### Routed metal, one color a layer, run 1

Bar = 20 um.
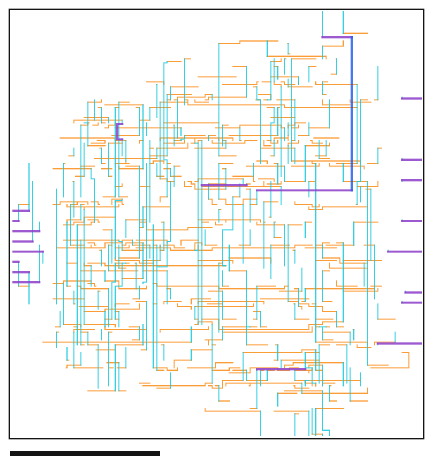
### Clock distribution, run 1

Bar = 20 um.
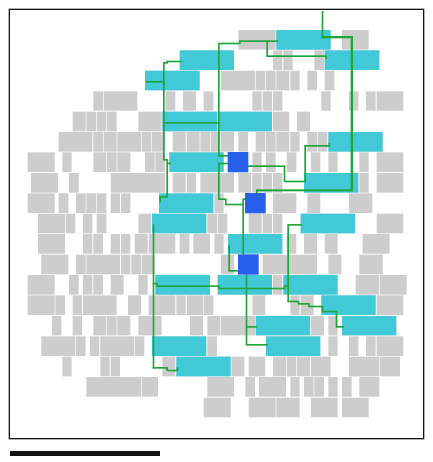
### Clock wiring as the flow saved it, run 1

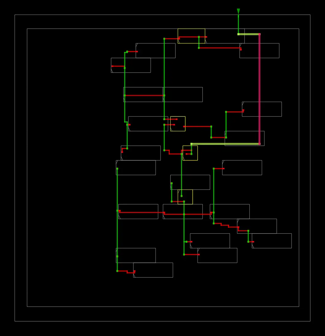
--- src/rtl/mult_pkg.sv ---
// Shared types and helpers for the pipelined unsigned multiplier.
package mult_pkg;

    localparam int MULT_W = 4;
    localparam int PROD_W = 2 * MULT_W;

    typedef logic [PROD_W-1:0] prod_t;

    // Pipeline occupancy, encoded as {s2_vld, s1_vld}.
    typedef enum logic [1:0] {
        PIPE_EMPTY = 2'b00,
        PIPE_S1    = 2'b01,
        PIPE_FLOW  = 2'b10,
        PIPE_FULL  = 2'b11
    } pipe_state_t;

    // Partial product row i: (a << i) when b[i] is set, zero-extended to PROD_W.
    function automatic prod_t pp_row(input logic [MULT_W-1:0] a,
                                     input logic [MULT_W-1:0] b,
                                     input int i);
        prod_t row;
        row = '0;
        if (b[i]) begin
            row = prod_t'(a) << i;
        end
        return row;
    endfunction

endpackage

--- src/rtl/mult_final_add.sv ---
// Final product adder: 4-bit carry-lookahead slices chained by ripple carry.
// W must be a multiple of 4. The carry out of the top slice is not formed,
// since the product of two valid operands never overflows.
module mult_final_add
    import mult_pkg::*;
#(
    parameter int W = PROD_W
) (
    input  logic [W-1:0] x,
    input  logic [W-1:0] y,
    input  logic         cin,
    output logic [W-1:0] sum
);
    localparam int NS = W / 4;

    logic [NS-1:0] c;

    assign c[0] = cin;

    genvar gi;
    generate
        for (gi = 0; gi < NS; gi++) begin : g_slice
            logic [3:0] g;
            logic [3:0] pr;
            logic [3:0] cc;

            assign g  = x[gi*4 +: 4] & y[gi*4 +: 4];
            assign pr = x[gi*4 +: 4] ^ y[gi*4 +: 4];

            // Lookahead carries inside the slice.
            assign cc[0] = c[gi];
            assign cc[1] = g[0] | (pr[0] & cc[0]);
            assign cc[2] = g[1] | (pr[1] & g[0]) | (pr[1] & pr[0] & cc[0]);
            assign cc[3] = g[2] | (pr[2] & g[1]) | (pr[2] & pr[1] & g[0])
                         | (pr[2] & pr[1] & pr[0] & cc[0]);

            assign sum[gi*4 +: 4] = pr ^ cc;

            // Group carry ripples into the next slice.
            if (gi < NS - 1) begin : g_carry
                assign c[gi+1] = g[3] | (pr[3] & g[2]) | (pr[3] & pr[2] & g[1])
                               | (pr[3] & pr[2] & pr[1] & g[0])
                               | (pr[3] & pr[2] & pr[1] & pr[0] & cc[0]);
            end
        end
    endgenerate

endmodule

--- src/rtl/mult_pipe_ctrl.sv ---
// Two-stage pipelined unsigned multiplier controller.
// Stage 1 registers the lower/upper partial-product sums, stage 2 registers
// the final sum. Optional performance counters are enabled by defining
// MULT_PERF_CNT_EN.
module mult_pipe_ctrl
    import mult_pkg::*;
#(
    parameter int WIDTH = MULT_W
) (
    input  logic               clk,
    input  logic               rst,
    input  logic               flush,
    input  logic               in_valid,
    output logic               in_ready,
    input  logic [WIDTH-1:0]   a,
    input  logic [WIDTH-1:0]   b,
    output logic               out_valid,
    input  logic               out_ready,
    output logic [2*WIDTH-1:0] p,
    output logic               busy
`ifdef MULT_PERF_CNT_EN
    ,
    output logic [15:0]        perf_ops,
    output logic [15:0]        perf_stall
`endif
);
    localparam int HALF = WIDTH / 2;

    pipe_state_t state_reg, state_next;
    logic        s1_vld, s2_vld;
    logic        s1_adv, s2_adv, accept, s2_load;
    prod_t       pp [WIDTH];
    prod_t       lo_sum, hi_sum, final_sum;
    prod_t       pp_lo_reg, pp_hi_reg, p_reg;

    assign s1_vld    = state_reg[0];
    assign s2_vld    = state_reg[1];
    assign out_valid = s2_vld;
    assign busy      = s1_vld | s2_vld;
    assign p         = p_reg;

    genvar gi;
    generate
        for (gi = 0; gi < WIDTH; gi++) begin : g_pp
            assign pp[gi] = pp_row(a, b, gi);
        end
    endgenerate

    // Split the partial-product rows into lower-half and upper-half sums.
    always_comb begin
        lo_sum = '0;
        hi_sum = '0;
        for (int i = 0; i < WIDTH; i++) begin
            if (i < HALF) begin
                lo_sum = lo_sum + pp[i];
            end else begin
                hi_sum = hi_sum + pp[i];
            end
        end
    end

    mult_final_add #(.W(PROD_W)) u_final_add (
        .x   (pp_lo_reg),
        .y   (pp_hi_reg),
        .cin (1'b0),
        .sum (final_sum)
    );

    // Advance terms, handshake and next occupancy state.
    always_comb begin
        s2_adv     = !s2_vld || out_ready;
        s1_adv     = !s1_vld || s2_adv;
        in_ready   = s1_adv && !flush && !rst;
        accept     = in_valid && in_ready;
        s2_load    = s2_adv && s1_vld && !flush;
        state_next = state_reg;
        if (flush) begin
            state_next = PIPE_EMPTY;
        end else begin
            state_next = pipe_state_t'({(s2_adv ? s1_vld : s2_vld),
                                        (s1_adv ? accept : s1_vld)});
        end
    end

    // Occupancy state register.
    always_ff @(posedge clk) begin
        if (rst) begin
            state_reg <= PIPE_EMPTY;
        end else begin
            state_reg <= state_next;
        end
    end

    // Stage data registers; p holds while stage 2 is stalled.
    always_ff @(posedge clk) begin
        if (rst) begin
            pp_lo_reg <= '0;
            pp_hi_reg <= '0;
            p_reg     <= '0;
        end else begin
            if (accept) begin
                pp_lo_reg <= lo_sum;
                pp_hi_reg <= hi_sum;
            end
            if (s2_load) begin
                p_reg <= final_sum;
            end
        end
    end

`ifdef MULT_PERF_CNT_EN
    logic [15:0] perf_ops_reg, perf_stall_reg;

    assign perf_ops   = perf_ops_reg;
    assign perf_stall = perf_stall_reg;

    // Delivered-product and stalled-cycle counters; flush leaves them alone.
    always_ff @(posedge clk) begin
        if (rst) begin
            perf_ops_reg   <= '0;
            perf_stall_reg <= '0;
        end else begin
            if (s2_vld && out_ready) begin
                perf_ops_reg <= perf_ops_reg + 16'd1;
            end
            if (s2_vld && !out_ready) begin
                perf_stall_reg <= perf_stall_reg + 16'd1;
            end
        end
    end
`endif

endmodule

--- config.mk ---
export PLATFORM = sky130hd
export DESIGN_NAME = mult_pipe_ctrl
export DESIGN_NICKNAME = d
export VERILOG_FILES = /design/src/rtl/mult_pkg.sv /design/src/rtl/mult_final_add.sv /design/src/rtl/mult_pipe_ctrl.sv
export SDC_FILE = /design/constraint.sdc
export NUM_CORES = 1
export LEC_CHECK = 0
export ABC_AREA = 1
export CAP_MARGIN = 20
export CORE_AREA = 2 2 53 55
export DETAILED_ROUTE_END_ITERATION = 16
export DIE_AREA = 0 0 55 57
export PLACE_DENSITY = 0.8
export SYNTH_ARGS = -nofsm -noshare
export SYNTH_HDL_FRONTEND = slang
export SYNTH_SLANG_ARGS = --single-unit
--- constraint.sdc ---
create_clock -name clk -period 3 [get_ports clk]
set_clock_uncertainty 0.05 [all_clocks]
set_input_delay 0.9 -clock clk [delete_from_list [all_inputs] [get_ports clk]]
set_output_delay 0.9 -clock clk [all_outputs]
set_load 0.02 [all_outputs]
==> results.sh, run 1 <==
# source this file to load flow results
export IMPL_seq_area_um2=440
export IMPL_cts_resized=1
export IMPL_p_switching_uw=141
export IMPL_async_reset_ff_frac=0
export IMPL_post_route_util=0.624
export IMPL_met2_usage=0.267
export IMPL_cts_tree="yes"
export IMPL_tap_cells=31
export IMPL_r2r_cells=11
export IMPL_grt_setup_unrepaired="false"
export IMPL_htreeDepth=1
export IMPL_lay_top_count="nand2_1"
export IMPL_setup_viol=0
export IMPL_compound_area_frac=0.130
export IMPL_flops=22
export IMPL_buffers_excl_clock=26
export IMPL_logic_gate_count=123
export IMPL_openroad_warnings=26
export IMPL_vias_per_cell=4.76
export IMPL_whs_endpoint="p[1]$_SDFFE_PP0P_"
export IMPL_synth_area_per_cell_um2=7.04
export IMPL_syn_inst=192
export IMPL_crit_chain="clkdlybuf4s50_1, nor2_4, nand2_1, inv_1, dlygate4sd2_1"
export IMPL_crit_cells=5
export IMPL_lay_top_cells="48 x nand2_1, 38 x inv_1, 22 x clkdlybuf4s50_1, 22 x dfxtp_1, 21 x a21oi_1"
export IMPL_switching_share=0.251
export IMPL_maxSlewViolCount=0
export IMPL_crit_slowest_cell="clkdlybuf4s50_1"
export IMPL_seq_power_uw=305
export IMPL_core_area_mm2=0.00262
export IMPL_topRoutingLayerUsed="met4"
export IMPL_fin_tns_setup_ns=0
export IMPL_ys_ff=22
export IMPL_layout_cells_non_filler=248
export IMPL_slew_headroom=0.732
export IMPL_synth_edff_count=0
export IMPL_ant_nets=0
export IMPL_end_kind="primary output"
export IMPL_grt_use_met3=0.0157
export IMPL_worstPathArrival_ns=1.90
export IMPL_syn_area_mm2=0.00135
export IMPL_grt_pass1_wl_um=4130
export IMPL_crit_end="in_ready"
export IMPL_fp_utilization=0.517
export IMPL_logic_area_um2=707
export IMPL_ys_area_mm2=0.00135
export IMPL_xor_share=0.0194
export IMPL_min_delay_start="pp_lo_reg[1]$_SDFFE_PP0P_"
export IMPL_synth_distinct_cells=24
export IMPL_num_antenna_cells=0
export IMPL_gp_congestion=0.775
export IMPL_p_leak_uw=0.000840
export IMPL_fillers=250
export IMPL_postCtsSetupBuffers=0
export IMPL_cp_buffers_inverters=3
export IMPL_r2r_start="pp_lo_reg[2]$_SDFFE_PP0P_"
export IMPL_topCellsByArea="dfxtp_1 33%, nand2_1 13%, inv_1 11%, ha_1 8.3%, a21oi_1 7.8%"
export IMPL_required_ns=2.05
export IMPL_r2r_end="p[7]$_SDFFE_PP0P_"
export IMPL_met2_length_um=1060
export IMPL_grt_usage=0.171
export IMPL_grt_pass1_vias=1042
export IMPL_peakVddDrop_mv=0.178
export IMPL_firstDrtPassIters=4
export IMPL_hpwl_um=1810
export IMPL_final_nets=243
export IMPL_m1WireLength_um=1150
export IMPL_drive_gt1_frac=0.101
export IMPL_top_area_frac=0.326
export IMPL_buffer_area_frac=0.154
export IMPL_cp_max_fo=2
export IMPL_top_power_group="registers"
export IMPL_synth_logic_top_family="simple AND/OR/NAND/NOR gates"
export IMPL_vias=1180
export IMPL_ys_cells=192
export IMPL_rows=19
export IMPL_port_buffers=23
export IMPL_comb_share=0.433
export IMPL_io_pins=24
export IMPL_nNonClkInverters=42
export IMPL_startpoint_type="input port"
export IMPL_fp_nets=217
export IMPL_clk_pin_slew_ns=0.11
export IMPL_critPathKind="input port to primary output"
export IMPL_antenna_found_initial=0
export IMPL_drt_initial_drc_count=17
export IMPL_worst_pin_slew_ns=0.402
export IMPL_drc=0
export IMPL_die_x_um=55
export IMPL_cts_root_buf="clkbuf_4"
export IMPL_drv_cap=0
export IMPL_status="complete, no violations"
export IMPL_grt_max_degree=22
export IMPL_syn_to_final_growth_pct=20.8
export IMPL_crit_start="flush"
export IMPL_finalHoldViolations=0
export IMPL_synth_simple_area_share=0.246
export IMPL_clkCellAreaFrac=0.0222
export IMPL_dp_cells=244
export IMPL_intPower_uw=420
export IMPL_ff2ff_setup_slack_ns=1.40
export IMPL_hold_worst_slack_ns=0.415
export IMPL_ys_seq_frac=0.326
export IMPL_hp_class="flip-flop to flip-flop"
export IMPL_pg_comb_uw=101
export IMPL_dominant_cells="combinational gates"
export IMPL_wirelength_um=2300
export IMPL_gr_total_overflow=0
## Picture notes: 'Routed metal, one color a layer'
Key: purple = metal 3 [wire length 76.1 um]; orange = metal 1 [wire length 1150 um]; blue = metal 4 [wire length 20.4 um]; cyan = metal 2 [wire length 1060 um]

## Picture notes: 'Clock distribution'
Key: blue = clock drivers [count 3]; cyan = flip-flops [count 22]; green = clock wires [length 235 um]
There are 4 routed clock nets.
P_clk: 156 uW
Latency at later pin: 0.29 ns
clock network power share: 0.277

## Picture notes: 'Clock wiring as the flow saved it'
Clock Buffer Count: 4
CTS Buf Count: 3

-- run 1: cells by family (layout without fill, tap and decap cells) --
group	Yosys count	in the layout
DFF	22	22
xor gates and xnor gates	3	3
AOI/OAI and AO/OA	32	32
and+or+nand+nor	76	76
adders and majority gates	12	12
buffers and inverters	47	72
-- run 1: synth_stat cells (2+ instances only) --
cell	n
nand3_1	7
fa_1	3
a21oi_1	21
o21ai_2	3
nor3_2	2
buf_6	2
nand2_1	48
buf_4	3
inv_1	38
ha_1	9
dfxtp_1	22
o21ai_0	7
nor2_1	12
inv_2	3
nand2_2	2
xor2_1	2
-- run 1: metrics by stage --
step                      instance area (um^2)  power (uW)
after floorplan                           1350         376
after CTS                                 1630         569
final                                     1630         561
after global placement                    1600         411
after global routing                      1630         602
after detailed placement                  1600         413
--- run 2 (diff from run 1) ---
--- a/config.mk
+++ b/config.mk
@@ -10,6 +10,7 @@
 export CORE_AREA = 2 2 53 55
 export DETAILED_ROUTE_END_ITERATION = 16
 export DIE_AREA = 0 0 55 57
+export GPL_ROUTABILITY_DRIVEN = 0
 export PLACE_DENSITY = 0.8
 export SYNTH_ARGS = -nofsm -noshare
 export SYNTH_HDL_FRONTEND = slang
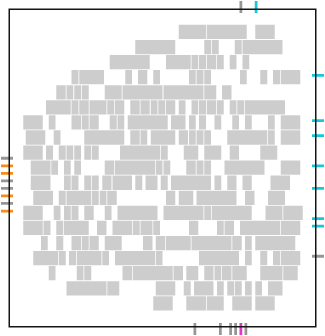
*Pin placement, run 2*
Pins as bars across the die edge, other pins in gray.
Key: cyan = p [pins 8, direction output, edge 7 right, 1 top]; magenta = out_ready [pins 1, direction input, edge bottom]; orange = b [pins 4, direction input, edge left]

==> run 2 against run 1 <==
  * Combinational power about the same
  * Sequential cell count unchanged
  * Critical endpoint unchanged
  * Non-clock buffer count unchanged
  * Core utilization unchanged
==> results.sh, run 2 <==
# source this file to load flow results
export IMPL_openroad_warnings=26
export IMPL_top_power_group="registers"
export IMPL_p_switching_uw=141
export IMPL_lay_top_cells="48 x nand2_1, 38 x inv_1, 22 x clkdlybuf4s50_1, 22 x dfxtp_1, 21 x a21oi_1"
export IMPL_crit_slowest_cell="clkdlybuf4s50_1"
export IMPL_required_ns=2.05
export IMPL_cts_buffers=3
export IMPL_clkCellAreaFrac=0.0222
export IMPL_finalHoldViolations=0
export IMPL_fp_utilization=0.517
export IMPL_flops=22
export IMPL_final_clkbuf_count=4
export IMPL_topRoutingLayerUsed="met4"
export IMPL_r2r_start="pp_lo_reg[2]$_SDFFE_PP0P_"
export IMPL_postCtsSetupBuffers=0
export IMPL_logic_gate_count=123
export IMPL_die_x_um=55
export IMPL_pwr_share_clk=0.277
export IMPL_met2_usage=0.267
export IMPL_seq_area_um2=440
export IMPL_worstPathArrival_ns=1.90
export IMPL_hold_worst_slack_ns=0.415
export IMPL_r2r_cells=11
export IMPL_top_area_frac=0.326
export IMPL_nNonClkInverters=42
export IMPL_antenna_found_initial=0
export IMPL_synth_area_per_cell_um2=7.04
export IMPL_switching_share=0.251
export IMPL_m1WireLength_um=1150
export IMPL_synth_edff_count=0
export IMPL_drv_cap=0
export IMPL_insertion_delay_ns=0.29
export IMPL_peakVddDrop_mv=0.178
export IMPL_lay_top_count="nand2_1"
export IMPL_whs_endpoint="p[1]$_SDFFE_PP0P_"
export IMPL_io_pins=24
export IMPL_grt_setup_unrepaired="false"
export IMPL_rows=19
export IMPL_grt_usage=0.171
export IMPL_port_buffers=23
export IMPL_pg_comb_uw=101
export IMPL_post_route_util=0.624
export IMPL_ys_ff=22
export IMPL_p_leak_uw=0.000840
export IMPL_worst_pin_slew_ns=0.402
export IMPL_synth_logic_top_family="simple AND/OR/NAND/NOR gates"
export IMPL_vias=1180
export IMPL_min_delay_start="pp_lo_reg[1]$_SDFFE_PP0P_"
export IMPL_dp_cells=244
export IMPL_end_kind="primary output"
export IMPL_htreeDepth=1
export IMPL_status="complete, no violations"
export IMPL_logic_area_um2=707
export IMPL_core_area_mm2=0.00262
export IMPL_intPower_uw=420
export IMPL_clk_pin_slew_ns=0.11
export IMPL_drc=0
export IMPL_r2r_end="p[7]$_SDFFE_PP0P_"
export IMPL_buffer_area_frac=0.154
export IMPL_grt_max_degree=22
export IMPL_syn_area_mm2=0.00135
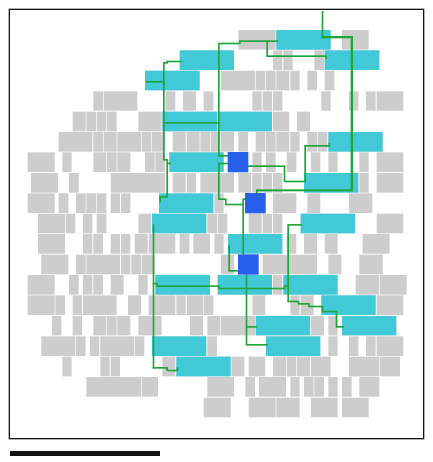
*Clock distribution, run 2*
Bar = 20 um.

==> run 2: cell counts in the layout (fill, tap and decap cells not counted) <==
No cell type changed its count.
==> run 2: through the flow <==
| step | setup TNS, ns | worst slack [ns] | area [um^2] |
|---|---|---|---|
| after floorplan | 0 | 0.823 | 1350 |
| after detailed placement | -0.130 | -0.130 | 1600 |
| final | 0 | 0.145 | 1630 |
| after global placement | -0.127 | -0.127 | 1600 |
| after CTS | 0 | 0.141 | 1630 |
| after global routing | 0 | 0.0898 | 1630 |
==> run 2: worst max path at each step <==
stage	slack, ns	end	cells past startpoint
after global routing	0.09	in_ready	6
final	0.15	in_ready	5
after global placement	-0.13	in_ready	5
after floorplan	0.82	in_ready	4
after detailed placement	-0.13	in_ready	5
after CTS	0.14	in_ready	5
No activity file was given, so power comes from the tool's default toggle rates.
